**config.mk**
```make
export PLATFORM = sky130hd
export DESIGN_NAME = cu_lsu_arbiter_flat
export DESIGN_NICKNAME = d
export VERILOG_FILES = /design/src/rtl/cu_lsu_arbiter_if.sv /design/src/rtl/cu_lsu_arbiter.sv /design/src/flat_wrapper.sv
export SDC_FILE = /design/constraint.sdc
export NUM_CORES = 1
export LEC_CHECK = 0
export ABC_AREA = 1
export CAP_MARGIN = 10
export CORE_MARGIN = 3
export CORE_UTILIZATION = 43
export CTS_BUF_LIST = sky130_fd_sc_hd__clkbuf_16
export CTS_CLUSTER_SIZE = 40
export DETAILED_ROUTE_END_ITERATION = 7
export PLACE_DENSITY_LB_ADDON = 0.15
export SETUP_SLACK_MARGIN = 0.02
export SLEW_MARGIN = 20
export SYNTH_ARGS = -nofsm -noshare
export SYNTH_HDL_FRONTEND = slang
export SYNTH_SLANG_ARGS = --single-unit
```
**constraint.sdc**
```tcl
create_clock -name clk -period 4.1 [get_ports clk]
set_clock_uncertainty 0.1 [all_clocks]
set_input_delay 1.23 -clock clk [delete_from_list [all_inputs] [get_ports clk]]
set_output_delay 1.23 -clock clk [all_outputs]
set_load 0.02 [all_outputs]
```
**src/rtl/cu_lsu_arbiter_if.sv**
```systemverilog
// Request/response bundle between per-thread LSUs, the arbiter and the CU data memory.
interface cu_lsu_arbiter_if #(
   parameter int unsigned NUM_THREADS     = 4,
   parameter int unsigned NUM_CHANNELS    = 1,
   parameter int unsigned DATA_WIDTH      = 16,
   parameter int unsigned DATA_ADDR_WIDTH = 8
);
   // thread side
   logic [NUM_THREADS-1:0]                 lsu_req_val;
   logic [NUM_THREADS-1:0]                 lsu_req_wen;
   logic [NUM_THREADS*DATA_ADDR_WIDTH-1:0] lsu_req_addr;
   logic [NUM_THREADS*DATA_WIDTH-1:0]      lsu_req_data;
   logic [NUM_THREADS-1:0]                 lsu_req_rdy;
   logic [NUM_THREADS-1:0]                 lsu_resp_val;
   logic [NUM_THREADS*DATA_WIDTH-1:0]      lsu_resp_data;

   // memory side
   logic [NUM_CHANNELS-1:0]                 mem_req_val;
   logic [NUM_CHANNELS-1:0]                 mem_req_rdy;
   logic [NUM_CHANNELS-1:0]                 mem_req_wen;
   logic [NUM_CHANNELS*DATA_ADDR_WIDTH-1:0] mem_req_addr;
   logic [NUM_CHANNELS*DATA_WIDTH-1:0]      mem_req_data;
   logic [NUM_CHANNELS-1:0]                 mem_resp_val;
   logic [NUM_CHANNELS*DATA_WIDTH-1:0]      mem_resp_data;

   // arbiter view
   modport slave (
      input  lsu_req_val, lsu_req_wen, lsu_req_addr, lsu_req_data,
      output lsu_req_rdy, lsu_resp_val, lsu_resp_data,
      output mem_req_val, mem_req_wen, mem_req_addr, mem_req_data,
      input  mem_req_rdy, mem_resp_val, mem_resp_data
   );

   // environment view (LSUs plus memory)
   modport master (
      output lsu_req_val, lsu_req_wen, lsu_req_addr, lsu_req_data,
      input  lsu_req_rdy, lsu_resp_val, lsu_resp_data,
      input  mem_req_val, mem_req_wen, mem_req_addr, mem_req_data,
      output mem_req_rdy, mem_resp_val, mem_resp_data
   );
endinterface

```
**src/rtl/cu_lsu_arbiter.sv**
```systemverilog
// Round-robin arbiter sharing NUM_CHANNELS data-memory ports among NUM_THREADS LSUs.
// Each channel carries one outstanding access and routes its response to the owner.
// Optional: define CU_LSU_ARB_PERF_EN to add the perf_stall_cycles counter output.
module cu_lsu_arbiter #(
   parameter int unsigned NUM_THREADS     = 4,
   parameter int unsigned NUM_CHANNELS    = 1,
   parameter int unsigned DATA_WIDTH      = 16,
   parameter int unsigned DATA_ADDR_WIDTH = 8
) (
   input  logic            clk,
   input  logic            reset,
   cu_lsu_arbiter_if.slave bus
`ifdef CU_LSU_ARB_PERF_EN
   ,
   output logic [31:0]     perf_stall_cycles
`endif
);

   localparam int unsigned TW = (NUM_THREADS > 1) ? $clog2(NUM_THREADS) : 1;

   typedef enum logic [1:0] {
      ST_IDLE = 2'd0,
      ST_REQ  = 2'd1,
      ST_WAIT = 2'd2
   } state_t;

   state_t                     state_q     [NUM_CHANNELS];
   state_t                     state_d     [NUM_CHANNELS];
   logic [TW-1:0]              owner_q     [NUM_CHANNELS];
   logic [NUM_CHANNELS-1:0]    wen_q;
   logic [DATA_ADDR_WIDTH-1:0] addr_q      [NUM_CHANNELS];
   logic [DATA_WIDTH-1:0]      data_q      [NUM_CHANNELS];
   logic [NUM_CHANNELS-1:0]    ch_grant;
   logic [TW-1:0]              ch_thread   [NUM_CHANNELS];
   logic [DATA_WIDTH-1:0]      mem_rdata   [NUM_CHANNELS];

   logic [NUM_THREADS-1:0]     busy_q;
   logic [NUM_THREADS-1:0]     busy_clr;
   logic [NUM_THREADS-1:0]     taken;
   logic [NUM_THREADS-1:0]     eligible;
   logic [NUM_THREADS-1:0]     resp_val_q;
   logic [NUM_THREADS-1:0]     resp_val_d;
   logic [DATA_WIDTH-1:0]      resp_data_q [NUM_THREADS];
   logic [DATA_WIDTH-1:0]      resp_data_d [NUM_THREADS];
   logic [DATA_ADDR_WIDTH-1:0] req_addr    [NUM_THREADS];
   logic [DATA_WIDTH-1:0]      req_data    [NUM_THREADS];
   logic [TW-1:0]              rr_q;
   logic [TW-1:0]              rr_d;

   // unpack per-thread request fields and pack per-thread responses
   for (genvar gt = 0; gt < NUM_THREADS; gt++) begin : g_thread
      assign req_addr[gt] = bus.lsu_req_addr[gt*DATA_ADDR_WIDTH +: DATA_ADDR_WIDTH];
      assign req_data[gt] = bus.lsu_req_data[gt*DATA_WIDTH +: DATA_WIDTH];
      assign bus.lsu_resp_data[gt*DATA_WIDTH +: DATA_WIDTH] = resp_data_q[gt];
   end

   // per-channel memory request fields come straight from the channel registers
   for (genvar gc = 0; gc < NUM_CHANNELS; gc++) begin : g_chan
      assign mem_rdata[gc] = bus.mem_resp_data[gc*DATA_WIDTH +: DATA_WIDTH];
      assign bus.mem_req_val[gc] = (state_q[gc] == ST_REQ);
      assign bus.mem_req_addr[gc*DATA_ADDR_WIDTH +: DATA_ADDR_WIDTH] = addr_q[gc];
      assign bus.mem_req_data[gc*DATA_WIDTH +: DATA_WIDTH] = data_q[gc];
   end

   assign bus.mem_req_wen  = wen_q;
   assign bus.lsu_req_rdy  = taken;
   assign bus.lsu_resp_val = resp_val_q;
   assign eligible         = bus.lsu_req_val & ~busy_q;

   // grant search, channel next-state and response routing
   always_comb begin
      int unsigned idx;
      int unsigned nxt;
      idx        = 0;
      nxt        = 0;
      state_d    = state_q;
      ch_grant   = '0;
      taken      = '0;
      busy_clr   = '0;
      resp_val_d = '0;
      rr_d       = rr_q;
      for (int unsigned c = 0; c < NUM_CHANNELS; c++) ch_thread[c] = '0;
      for (int unsigned t = 0; t < NUM_THREADS; t++) resp_data_d[t] = resp_data_q[t];

      for (int unsigned c = 0; c < NUM_CHANNELS; c++) begin
         case (state_q[c])
            ST_IDLE: begin
               if (!reset) begin
                  for (int unsigned k = 0; k < NUM_THREADS; k++) begin
                     idx = 32'(rr_q) + k;
                     if (idx >= NUM_THREADS) idx = idx - NUM_THREADS;
                     if (!ch_grant[c] && eligible[TW'(idx)] && !taken[TW'(idx)]) begin
                        ch_grant[c]     = 1'b1;
                        ch_thread[c]    = TW'(idx);
                        taken[TW'(idx)] = 1'b1;
                        nxt = idx + 1;
                        if (nxt >= NUM_THREADS) nxt = 0;
                        rr_d = TW'(nxt);
                     end
                  end
               end
               if (ch_grant[c]) state_d[c] = ST_REQ;
            end
            ST_REQ: begin
               if (bus.mem_req_rdy[c]) state_d[c] = ST_WAIT;
            end
            ST_WAIT: begin
               if (bus.mem_resp_val[c]) begin
                  state_d[c]                = ST_IDLE;
                  resp_val_d[owner_q[c]]    = 1'b1;
                  resp_data_d[owner_q[c]]   = wen_q[c] ? '0 : mem_rdata[c];
                  busy_clr[owner_q[c]]      = 1'b1;
               end
            end
            default: state_d[c] = ST_IDLE;
         endcase
      end
   end

   // channel state registers
   always_ff @(posedge clk) begin
      for (int unsigned c = 0; c < NUM_CHANNELS; c++) begin
         if (reset) state_q[c] <= ST_IDLE;
         else       state_q[c] <= state_d[c];
      end
   end

   // latch granted requests, track busy threads, pointer and responses
   always_ff @(posedge clk) begin
      if (reset) begin
         wen_q      <= '0;
         busy_q     <= '0;
         rr_q       <= '0;
         resp_val_q <= '0;
         for (int unsigned c = 0; c < NUM_CHANNELS; c++) begin
            owner_q[c] <= '0;
            addr_q[c]  <= '0;
            data_q[c]  <= '0;
         end
         for (int unsigned t = 0; t < NUM_THREADS; t++) resp_data_q[t] <= '0;
      end else begin
         for (int unsigned c = 0; c < NUM_CHANNELS; c++) begin
            if (ch_grant[c]) begin
               owner_q[c] <= ch_thread[c];
               wen_q[c]   <= bus.lsu_req_wen[ch_thread[c]];
               addr_q[c]  <= req_addr[ch_thread[c]];
               data_q[c]  <= req_data[ch_thread[c]];
            end
         end
         busy_q     <= (busy_q & ~busy_clr) | taken;
         rr_q       <= rr_d;
         resp_val_q <= resp_val_d;
         for (int unsigned t = 0; t < NUM_THREADS; t++) resp_data_q[t] <= resp_data_d[t];
      end
   end

`ifdef CU_LSU_ARB_PERF_EN
   logic stall;
   assign stall = |(eligible & ~taken);

   // saturating count of cycles where a ready thread was left without a channel
   always_ff @(posedge clk) begin
      if (reset)                                        perf_stall_cycles <= '0;
      else if (stall && perf_stall_cycles != 32'hFFFF_FFFF) perf_stall_cycles <= perf_stall_cycles + 32'd1;
   end
`endif

endmodule
```
**src/flat_wrapper.sv**
```systemverilog
// flat-port wrapper written by rule: the top's interface ports become plain ports
module cu_lsu_arbiter_flat 
#(
   parameter int unsigned NUM_THREADS     = 4,
   parameter int unsigned NUM_CHANNELS    = 1,
   parameter int unsigned DATA_WIDTH      = 16,
   parameter int unsigned DATA_ADDR_WIDTH = 8
)
  (clk, reset, bus_lsu_req_val, bus_lsu_req_wen, bus_lsu_req_addr, bus_lsu_req_data, bus_lsu_req_rdy, bus_lsu_resp_val, bus_lsu_resp_data, bus_mem_req_val, bus_mem_req_wen, bus_mem_req_addr, bus_mem_req_data, bus_mem_req_rdy, bus_mem_resp_val, bus_mem_resp_data);
  cu_lsu_arbiter_if #(.NUM_THREADS(NUM_THREADS), .NUM_CHANNELS(NUM_CHANNELS), .DATA_WIDTH(DATA_WIDTH), .DATA_ADDR_WIDTH(DATA_ADDR_WIDTH)) bus_i ();
  input  logic clk;
  input  logic reset;
  input wire logic [$bits(bus_i.lsu_req_val)-1:0] bus_lsu_req_val;
  input wire logic [$bits(bus_i.lsu_req_wen)-1:0] bus_lsu_req_wen;
  input wire logic [$bits(bus_i.lsu_req_addr)-1:0] bus_lsu_req_addr;
  input wire logic [$bits(bus_i.lsu_req_data)-1:0] bus_lsu_req_data;
  output wire logic [$bits(bus_i.lsu_req_rdy)-1:0] bus_lsu_req_rdy;
  output wire logic [$bits(bus_i.lsu_resp_val)-1:0] bus_lsu_resp_val;
  output wire logic [$bits(bus_i.lsu_resp_data)-1:0] bus_lsu_resp_data;
  output wire logic [$bits(bus_i.mem_req_val)-1:0] bus_mem_req_val;
  output wire logic [$bits(bus_i.mem_req_wen)-1:0] bus_mem_req_wen;
  output wire logic [$bits(bus_i.mem_req_addr)-1:0] bus_mem_req_addr;
  output wire logic [$bits(bus_i.mem_req_data)-1:0] bus_mem_req_data;
  input wire logic [$bits(bus_i.mem_req_rdy)-1:0] bus_mem_req_rdy;
  input wire logic [$bits(bus_i.mem_resp_val)-1:0] bus_mem_resp_val;
  input wire logic [$bits(bus_i.mem_resp_data)-1:0] bus_mem_resp_data;
  assign bus_i.lsu_req_val = bus_lsu_req_val;
  assign bus_i.lsu_req_wen = bus_lsu_req_wen;
  assign bus_i.lsu_req_addr = bus_lsu_req_addr;
  assign bus_i.lsu_req_data = bus_lsu_req_data;
  assign bus_lsu_req_rdy = bus_i.lsu_req_rdy;
  assign bus_lsu_resp_val = bus_i.lsu_resp_val;
  assign bus_lsu_resp_data = bus_i.lsu_resp_data;
  assign bus_mem_req_val = bus_i.mem_req_val;
  assign bus_mem_req_wen = bus_i.mem_req_wen;
  assign bus_mem_req_addr = bus_i.mem_req_addr;
  assign bus_mem_req_data = bus_i.mem_req_data;
  assign bus_i.mem_req_rdy = bus_mem_req_rdy;
  assign bus_i.mem_resp_val = bus_mem_resp_val;
  assign bus_i.mem_resp_data = bus_mem_resp_data;
  cu_lsu_arbiter #(.NUM_THREADS(NUM_THREADS), .NUM_CHANNELS(NUM_CHANNELS), .DATA_WIDTH(DATA_WIDTH), .DATA_ADDR_WIDTH(DATA_ADDR_WIDTH)) u_core (.clk(clk), .reset(reset), .bus(bus_i));
endmodule
```
**Selected gate families**

Drawn at 4 px/um.
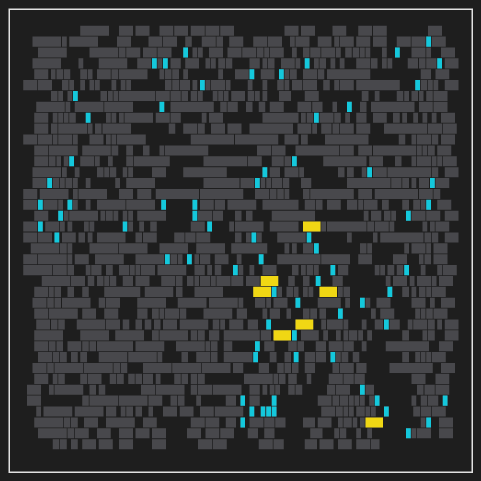
Key: cyan = inverters [cells 70, where widely spread]; yellow = adder and majority cells [cells 7]
fraction of area in multi-input gates: 30.6%
Layout Cells excl Fill: 1,073

**Congestion heat map**

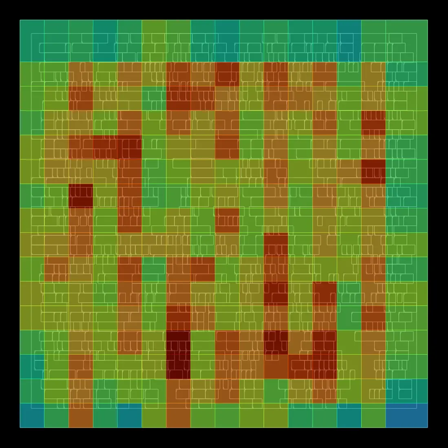
grt met2 use: 45.9%
total track usage: 25.9%
gr busiest metal: met2
met3 layer usage reported by global route: 7.26%
WL/cell: 16.3 um

**Met2 routing**

Drawn at 2 px/um.
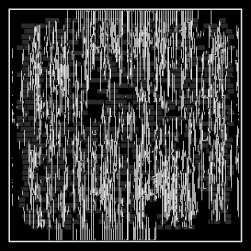
862 nets have wire on it. The layer holds 51% of the routed length. The layer carries 8,870 um of wire. The longest straight run is 51.7 um. The wires run mostly vertical.
via count: 5,486
WL final: 17.4 mm

**Cell sizes after repair**

Drawn at 4 px/um.
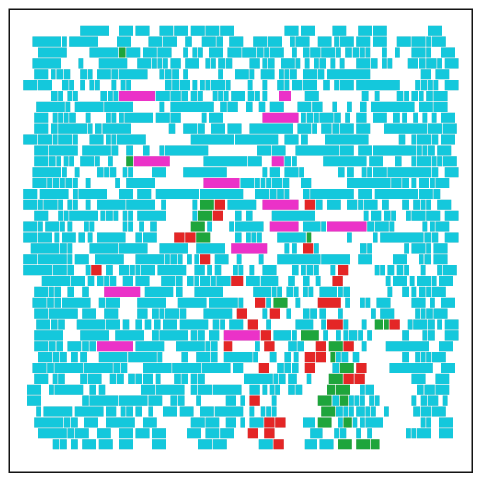
Key: magenta = _6 and larger [cells 13, share 1.4%, most used clkbuf_16]; green = _2 cells [cells 25, share 2.7%, most used nand3_2]; cyan = _0 and _1 cells [cells 856, share 92%, most used clkdlybuf4s50_1]; red = _3 and _4 cells [cells 36, share 3.9%, most used buf_4]
Non-clock buffers: 251
area grow syn2layout: 53.8%
final worst-path setup slack: 166 ps
final instance area: 0.00791 mm2

**Signal wires on met3**

Drawn at 2 px/um.
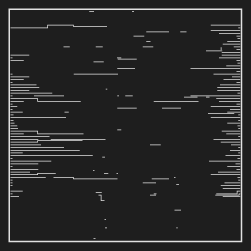
142 nets have wire on it. The layer holds 7.4% of the routed length.

==> impl_metrics.tcl <==
# implementation run metrics
set metrics [dict create \
    layout_top_cells "clkdlybuf4s50_1, nand2_1, dfxtp_1, nor2_1, inv_1" \
    relSlewSlack_pct 55.0 \
    tightestPinTransition_ps 674 \
    holdWs_ps 377 \
    p_per_area_mw_per_mm2 562 \
    die_x_um 115 \
    period_minus_slack_ps 3930 \
    critPathLaunchType "input pin" \
    fp-utilization_pct 44.5 \
    nFillCells 998 \
    die_h_um 115 \
    top_area_cell "dfxtp_1" \
    synth_top_area_share_pct 30.0 \
    p_int_w 0.00254 \
    ys_cells 704 \
    area_leaders "dfxtp_1, edfxtp_1, nand2_1" \
    required_ps 2770 \
    cts_root_buffer "clkbuf_16" \
    rsz0062_at_grt "no" \
    outcome "complete, no violations" \
    dp_hpwl_mm 12.8 \
    leakage_nw 3.49 \
    drtAntennaViolNets 0 \
    p_sw_share_pct 42.9 \
    syn_area_mm2 0.00514 \
    ys_seq_share_pct 45.2 \
    yosysWarningCount 0 \
    io_pins 222 \
    reg2reg_from "u_core.rr_q[0]" \
    crit_path_end_kind "primary output" \
    clock_path_buffers 2 \
    clkLatencyLatePin_ps 340 \
    first_pass_iters 5 \
    drive_gt1_share_pct 7.96 \
    setup_viol 0 \
    warning_count 32 \
    grt_pass1_vias 5563 \
    p_seq_share_pct 29.4 \
    lay_top_count "clkdlybuf4s50_1" \
    path_clk_slew_ps 70 \
    report.final.slew_viol_count 0 \
    fin_nets 1056 \
    p_comb_share_pct 52.7 \
    core_mm2 0.0116 \
    vias_per_cell 5.11 \
    clkPwrFrac_pct 17.9 \
    fmax_mhz 254 \
    grt-ovfl-total 0 \
    placed_area_mm2 0.00759 \
]
-- area by class of cell --
type / instances / area [um2] / share of cell area [%]
Multi-Input combinational cell: 490 / 2420 / 30.6
Timing Repair Buffer: 251 / 2460 / 31.1
Clock buffer: 9 / 225 / 2.85
Tap cell: 143 / 179 / 2.26
Inverter: 70 / 263 / 3.32
Clock inverter: 7 / 46.3 / 0.585
Sequential cell: 103 / 2320 / 29.4
-- power groups by stage --
stage / clock, W / sequential [W] / combinational (W)
after floorplan: 0 / 0.00148 / 0.00127
after global placement: 0 / 0.00132 / 0.00223
after detailed placement: 0 / 0.00133 / 0.00229
after CTS: 0.000808 / 0.00131 / 0.00232
after global routing: 0.000859 / 0.00132 / 0.00258
final: 0.000797 / 0.00130 / 0.00234
-- what timing repair did --
| item | 4_1_cts | 5_1_grt |
|---|---|---|
| resized | 36 | 4 |
| pin swaps | 9 | 4 |
| buffers inserted | 1 | 0 |
| setup endpoints to repair | 4 | 4 |
-- synth_stat cells --
cell type / number
dfxtp_1: 77
buf_4: 8
nand4_1: 2
nand2_4: 1
nor3_2: 4
a211oi_1: 8
nand2_2: 3
nand3b_1: 24
nand3_1: 68
a31oi_1: 1
o21ai_0: 64
nor2_1: 74
edfxtp_1: 26
nand2_1: 157
nor3_1: 1
o31ai_1: 4
inv_1: 66
clkbuf_1: 20
a21oi_1: 67
ha_1: 7
nand3_2: 2
clkinv_1: 1
buf_2: 9
inv_2: 3
buf_1: 3
o22ai_1: 3
buf_6: 1
-- sequential cells by signal, indices dropped and copies added, names as in the netlist --
signal / cells
u_core.busy_q: 4
u_core.rr_q: 2
u_core.bus.lsu_resp_val: 4
u_core.owner_q: 2
u_core.addr_q: 8
u_core.data_q: 16
u_core.bus.mem_req_wen: 1
u_core.resp_data_q: 64
u_core.state_q: 2
-- logic make-up (layout without fill, tap and decap cells) --
group / Yosys count / count (layout) / share of synthesized area (%)
AND-OR/OR-AND: 147 / 147 / 15.0
adder cells (fa/ha/maj): 7 / 7 / 1.70
buffers and inverters: 111 / 337 / 9.05
flip-flops: 103 / 103 / 45.2
AND/OR/NAND/NOR: 336 / 336 / 29.1
-- critical path: stages --
cell and delay (ps):
clkdlybuf4s15_1 230, nand3_1 130, nand3_1 120, nand2_2 80
buf_4 160, nand3_2 80, inv_2 60, a21oi_1 150
o21ai_1 90, nand2_1 80, inv_1 40, buf_4 150
-- final timing paths --
kind	end	slack (ps)	cells after the start
max	bus_lsu_req_rdy[0]	170	12
min	u_core.resp_data_q[0][0]	380	2
max reg2reg	u_core.addr_q[0][0]	840	15
min reg2reg	u_core.resp_data_q[0][0]	380	2
-- metal layers --
metal / wire length [um] / vias to the layer above / part of all wire (%) / GRT usage (%)
li1: - / 2755 / - / -
met1: 6980 / 2517 / 40 / 30.2
met2: 8870 / 190 / 51 / 45.9
met3: 1300 / 24 / 7.4 / 7.26
met4: 289 / 0 / 1.7 / 8.29
met5: 0 / - / 0 / 0
Power and IR drop assume default switching activity.
